==> run_1/placed.png <==
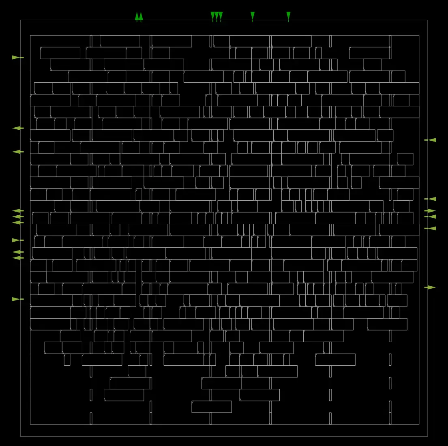
==> run_1/m2.png <==
Drawn at 4 px/µm. Cells faint in the background.
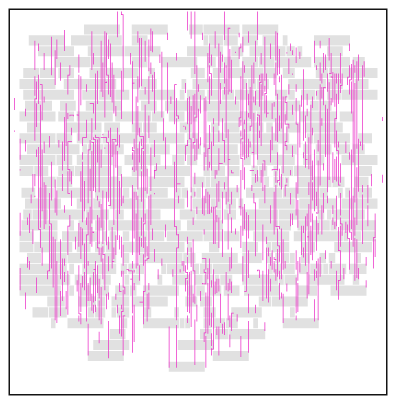
==> run_1/layers.png <==
Drawn at 4 px/µm. Only two layers are drawn.
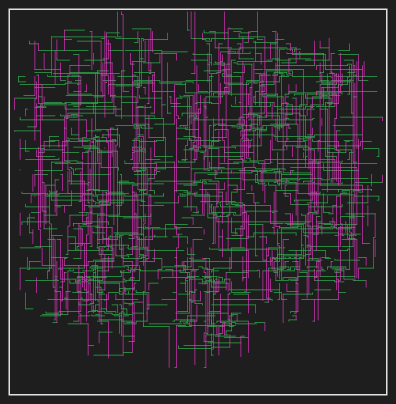
==> config.mk <==
export PLATFORM = sky130hd
export DESIGN_NAME = uart_gpio_bridge
export DESIGN_NICKNAME = d
export VERILOG_FILES = /design/src/rtl/uart_gpio_pkg.sv /design/src/rtl/uart_oversample_tick.sv /design/src/rtl/uart_gpio_bridge.sv
export SDC_FILE = /design/constraint.sdc
export NUM_CORES = 1
export LEC_CHECK = 0
export CAP_MARGIN = 20
export CORE_AREA = 2 2 92 94
export CTS_CLUSTER_SIZE = 20
export DETAILED_ROUTE_END_ITERATION = 12
export DIE_AREA = 0 0 94 96
export PLACE_DENSITY = 0.85
export SLEW_MARGIN = 10
export SYNTH_ARGS = -nofsm -noshare
export SYNTH_HDL_FRONTEND = slang
export SYNTH_SLANG_ARGS = --single-unit
==> constraint.sdc <==
create_clock -name i_clk -period 4.16 [get_ports i_clk]
set_input_delay 0.832 -clock i_clk [delete_from_list [all_inputs] [get_ports i_clk]]
set_output_delay 0.832 -clock i_clk [all_outputs]
set_load 0.005 [all_outputs]
==> results.cfg, run 1 <==
; physical design summary
[run_status]
outcome = completed

[power]
power.share.clock = 0.279
power_density_mw_per_mm2 = 412
power_switching_w = 0.000646
intPower_w = 0.00151
power.leakage_nw = 2.38
max-vdd-ir-drop_mv = 0.236
pwr-share-seq = 0.562
netSwitchingFraction = 0.300
power.share.combinational = 0.159

[clocking]
cts_made_buffers = 9
cts_tree = built
cts-hold-fix-buffers = 0
cts_repair_resize_count = 0
max-clock-path-buffers = 2
htree_levels = 3
clock_tree.root_cell = clkbuf_8
post-cts-setup-buffer-count = 0
cts.sink_count = 101

[setup_path]
critical_path.top_delay_family = flip-flops
end_kind = primary output
ff2ff_setup_slack_ns = 1.87
reg2regPathDepth = 6
worst_path_cell_with_the_longest_stage_delay = dfrtp_1
path_depth = 2
startpoint_type = flip-flop
crit_buf_inv = 1
cp_cell_sequence = or3_1 > clkdlybuf4s50_1
critPathRequiredTime_ns = 3.33
worst-setup-path-type = reg2out

[cells_and_area]
num-nets-final = 434
postLayoutCellArea_mm2 = 0.00522
area.growth.synth_to_final_pct = 11.4
drive_gt1_frac = 0.204
filler_cells = 620
lay_top_cells = dfrtp_1, mux2_2, clkdlybuf4s50_1, inv_1, nor2_1
largest_reg_flops = 10
insertedDiodeCount = 0

[hold_path]
holdPathStages = 0

[placement]
placedInstanceArea_mm2 = 0.00501
place.gp.congestion = 0.773
place_inst = 499
hpwlAfterDp_um = 5560

[die]
io_pins = 23
coreArea_mm2 = 0.00805
fp-utilization = 0.582
die-area_mm2 = 0.00902
chipHeight_um = 96

[routing]
initialDrtViolationCount = 124
detail-route-antenna-nets = 0
detail_route.first_pass.iterations = 4
drcViolationCount = 0

[synthesis]
syn-instance-count = 379
yosys.stat.seqShare = 0.542
synth_cell_type_count = 65
ys_seq_elements = 101
ys_cells = 379
dominantRegCellSynth = dfrtp_1
asyncSetResetFlopFracSynth = 1.00
synth.net_count = 407
ys_chip_area_mm2 = 0.00469
ys_warn_count = 0

[run]
log.warning_count = 34
maxCapViolCount = 0

[grt]
grt_pass1_vias = 3083
globalRouteOverflowTotal = 0
antenna_found_initial = 0
wire_length_of_the_first_global_routing_pass_um = 13800

[sta]
fin_setup_tns_ns = 0
report.final.slew_viol_count = 0
setup_violations = 0
rsz0062_at_grt = no
tcrit_tclk_final = 0.618
slew_headroom = 0.309
final_hold_viol_count = 0
fin_worst_hold_slack_ns = 0.365
fin_skew_ns = 0.0151
fmax_mhz = 389
Notes on placed.png above:
# rows: 33
number of sequential cells in the layout: 101
utilization of the core after routing: 0.649

Notes on m2.png above:
wire length on this layer: 4250 µm
main direction: vertical
share of all routed wire: 51%
nets with wire on the layer: 390
overall via count from detail_route: 3032
met2 usage: 0.338
detailed-route wire length: 8340 µm

Notes on layers.png above:
legend:
  M2:
    color: magenta
    wire_length: 4250 µm
  M1:
    color: green
    wire_length: 3710 µm
wire per inst: 16.2 µm
total routing usage reported by global routing: 0.195

run 1: Yosys cell counts, types with 4 or more instances:
cell type | instances | area share
ha_1 | 16 | 0.043
nand2b_1 | 10 | 0.013
dfstp_2 | 11 | 0.062
nand3_1 | 10 | 0.011
inv_1 | 22 | 0.018
and3_1 | 4 | 0.0053
xor2_1 | 7 | 0.013
o21ai_0 | 7 | 0.0075
nor3_1 | 6 | 0.0064
mux2i_1 | 10 | 0.021
nand4_1 | 4 | 0.0053
mux2_2 | 39 | 0.094
a32oi_1 | 4 | 0.0075
nand2_1 | 20 | 0.016
o22a_1 | 6 | 0.011
o22ai_1 | 6 | 0.0080
xnor2_1 | 7 | 0.013
a21oi_1 | 10 | 0.011
nor2_1 | 21 | 0.017
a221oi_1 | 4 | 0.0075
buf_2 | 4 | 0.0043
dfrtp_1 | 90 | 0.48
run 1: cell families (layout without fill, tap and decap cells):
| group | count (synthesis) | in the layout | synth area share |
|---|---|---|---|
| muxes | 51 | 51 | 0.120 |
| buffers and inverters | 30 | 62 | 0.0267 |
| adders and majority gates | 16 | 16 | 0.0427 |
| and+or+nand+nor | 109 | 109 | 0.149 |
| DFF | 101 | 101 | 0.542 |
| AOI/OAI and AO/OA | 58 | 58 | 0.0937 |
| xor gates and xnor gates | 14 | 14 | 0.0262 |
run 1: worst reg2reg max path: stages (launching register included):
cell and delay (ns):
dfrtp_1 0.42, inv_1 0.09, ha_1 0.19, nor4b_4 0.85
nor4b_4 0.17, a221oi_1 0.43, a21oi_1 0.07
run 1: layer usage:
metal	vias to the layer above	routed length, µm	global-route usage
met1	1549	3710	0.243
met3	9	289	0.0501
met4	0	96	0.0580
met2	47	4250	0.338
met5	-	0	0
li1	1427	-	-
run 1: per-stage QoR:
stage / setup WS [ns] / utilization
after CTS: 1.56 / 0.645
after detailed placement: 1.72 / 0.622
after global routing: 1.53 / 0.649
after floorplan: 0.699 / -
after global placement: 1.77 / 0.622
final: 1.59 / 0.649
run 1: final cells by class:
type	count	area, µm²	share of cell area
Clock buffer	9	124	0.0237
Timing Repair Buffer	24	255	0.0489
Multi-Input combinational cell	248	2020	0.387
Inverter	22	85.1	0.0163
Clock inverter	7	65.1	0.0125
Tap cell	105	131	0.0252
Sequential cell	101	2540	0.487
run 1: power by group through the flow:
stage,logic [W],registers (W),clock network (W)
3_5_place_dp,0.000343,0.00123,0
5_1_grt,0.000384,0.00122,0.000658
2_1_floorplan,0.000280,0.00120,0
3_3_place_gp,0.000325,0.00122,0
4_1_cts,0.000346,0.00121,0.000613
6_report,0.000342,0.00121,0.000600
==> run_1/pinout.png <==
Drawn at 4 px/µm. Pins as bars across the die edge, other pins in gray.
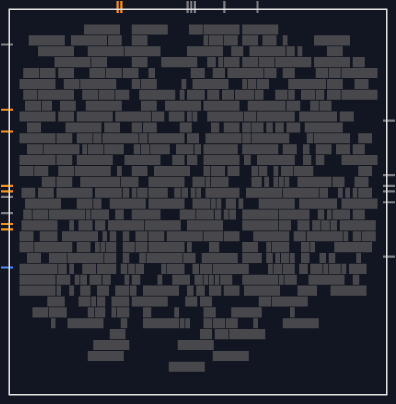

==> inputs of run 2 (changes only) <==
--- a/config.mk
+++ b/config.mk
@@ -6,11 +6,11 @@
 export NUM_CORES = 1
 export LEC_CHECK = 0
 export CAP_MARGIN = 20
-export CORE_AREA = 2 2 92 94
+export CORE_AREA = 2 2 97 99
 export CTS_CLUSTER_SIZE = 20
 export DETAILED_ROUTE_END_ITERATION = 12
-export DIE_AREA = 0 0 94 96
-export PLACE_DENSITY = 0.85
+export DIE_AREA = 0 0 99 101
+export PLACE_DENSITY = 0.81
 export SLEW_MARGIN = 10
 export SYNTH_ARGS = -nofsm -noshare
 export SYNTH_HDL_FRONTEND = slang
==> constraint.sdc (replaced) <==
create_clock -name i_clk -period 2.18 [get_ports i_clk]
set_input_delay 0.436 -clock i_clk [delete_from_list [all_inputs] [get_ports i_clk]]
set_output_delay 0.436 -clock i_clk [all_outputs]
set_load 0.005 [all_outputs]
==> run_2/pinout.png <==
Drawn at 4 px/µm. Pins as bars across the die edge, other pins in gray.
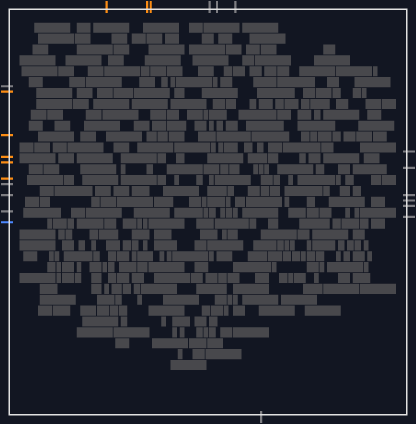
legend:
  i_rxd:
    color: blue
    pins: 1
    direction: input
    edge: left
  o_gpio_out:
    color: orange
    pins: 8
    direction: output
    edge: 5 left, 3 top
# port buffers: 22
DIE HEIGHT: 101 µm
die outline width: 99 µm

==> results.cfg, run 2 <==
; physical design summary
[sta]
fin_skew_ns = 0.0164
fin_worst_hold_slack_ns = 0.361
setup_violations = 0
tcrit_tclk_final = 0.967
final_hold_viol_count = 0
fmax_mhz = 475
worst_slack_ns = 0.0728

[synthesis]
library_cell_with_the_highest_instance_count_after_synthesis = dfrtp_1
ys_chip_area_mm2 = 0.00469
topCombFamilyByArea = simple AND/OR/NAND/NOR gates
mux_share = 0.120
syn-instance-count = 379
synth.net_count = 407

[cells_and_area]
drive_gt1_frac = 0.220
filler_cells = 719

[die]
io_pins = 23

[run_status]
outcome = completed

[grt]
antenna_found_initial = 0
globalRouteTotalUtil = 0.183
wire_length_of_the_first_global_routing_pass_um = 14800
globalRouteOverflowTotal = 0

[power]
power.leakage_nw = 2.42
power_switching_w = 0.00127
power_density_mw_per_mm2 = 788

[clocking]
post-cts-setup-buffer-count = 0
cts-hold-fix-buffers = 0
cts_repair_resize_count = 0
htree_levels = 3
cts_tree = built

[run]
log.warning_count = 34

[setup_path]
end_kind = primary output
critPathRequiredTime_ns = 1.74
ff2ff_setup_slack_ns = 0.13

[placement]
place.gp.congestion = 0.823
hpwlAfterDp_um = 5950

[routing]
routed_wire_length_per_instance_um = 16.0
wirelength_um = 8480
## run 2: netlist changes by cell type in the layout (fill, tap and decap cells not counted), sizes merged
cell    delta
inv        -4
buf        +7
clkinv     +4
## run 2: cells by family (layout without fill, tap and decap cells)
| group | after synthesis | count (layout) |
|---|---|---|
| adder cells (fa/ha/maj) | 16 | 16 |
| AND-OR/OR-AND | 58 | 58 |
| flip-flops | 101 | 101 |
| buffers and inverters | 30 | 69 |
| XOR/XNOR | 14 | 14 |
| AND/OR/NAND/NOR | 109 | 109 |
| multiplexers | 51 | 51 |
## run 2: cell type report
| cell class | instances | area, µm² | share of cell area |
|---|---|---|---|
| clock inverters | 7 | 91.3 | 0.0172 |
| clock buffers | 9 | 124 | 0.0234 |
| multi-input cells | 248 | 2020 | 0.381 |
| flip-flops and latches | 101 | 2540 | 0.479 |
| well taps | 111 | 139 | 0.0262 |
| repair buffers | 31 | 300 | 0.0566 |
| inverters | 22 | 86.3 | 0.0163 |
## run 2: critical path, stage by stage (launching register included)
cell	delay [ns]
dfrtp_2	0.47
or3_1	0.38
clkdlybuf4s50_1	0.45
## run 2: power groups by stage
stage / Clock [W] / Combinational (W) / Sequential, W
after floorplan: 0 / 0.000534 / 0.00229
after global placement: 0 / 0.000651 / 0.00234
after detailed placement: 0 / 0.000678 / 0.00234
after CTS: 0.00122 / 0.000685 / 0.00231
after global routing: 0.00130 / 0.000769 / 0.00234
final: 0.00119 / 0.000678 / 0.00231
## run 2: layer usage
| metal | track usage | part of all wire | vias to the layer above |
|---|---|---|---|
| li1 | - | - | 1439 |
| met1 | 0.240 | 0.44 | 1573 |
| met2 | 0.304 | 0.51 | 57 |
| met3 | 0.0472 | 0.034 | 15 |
| met4 | 0.0548 | 0.015 | 0 |
| met5 | 0 | 0 | - |
## run 2: metrics by stage
step | util | total power [W] | instance area (µm²) | std cells
final | 0.591 | 0.00418 | 5300 | 529
after global routing | 0.591 | 0.00440 | 5300 | 529
after CTS | 0.591 | 0.00422 | 5300 | 529
after detailed placement | 0.567 | 0.00302 | 5090 | 513
after global placement | 0.567 | 0.00299 | 5090 | 513
after floorplan | - | 0.00283 | 4690 | 379
Power figures rest on the tool's default switching activity, not on a simulated workload.
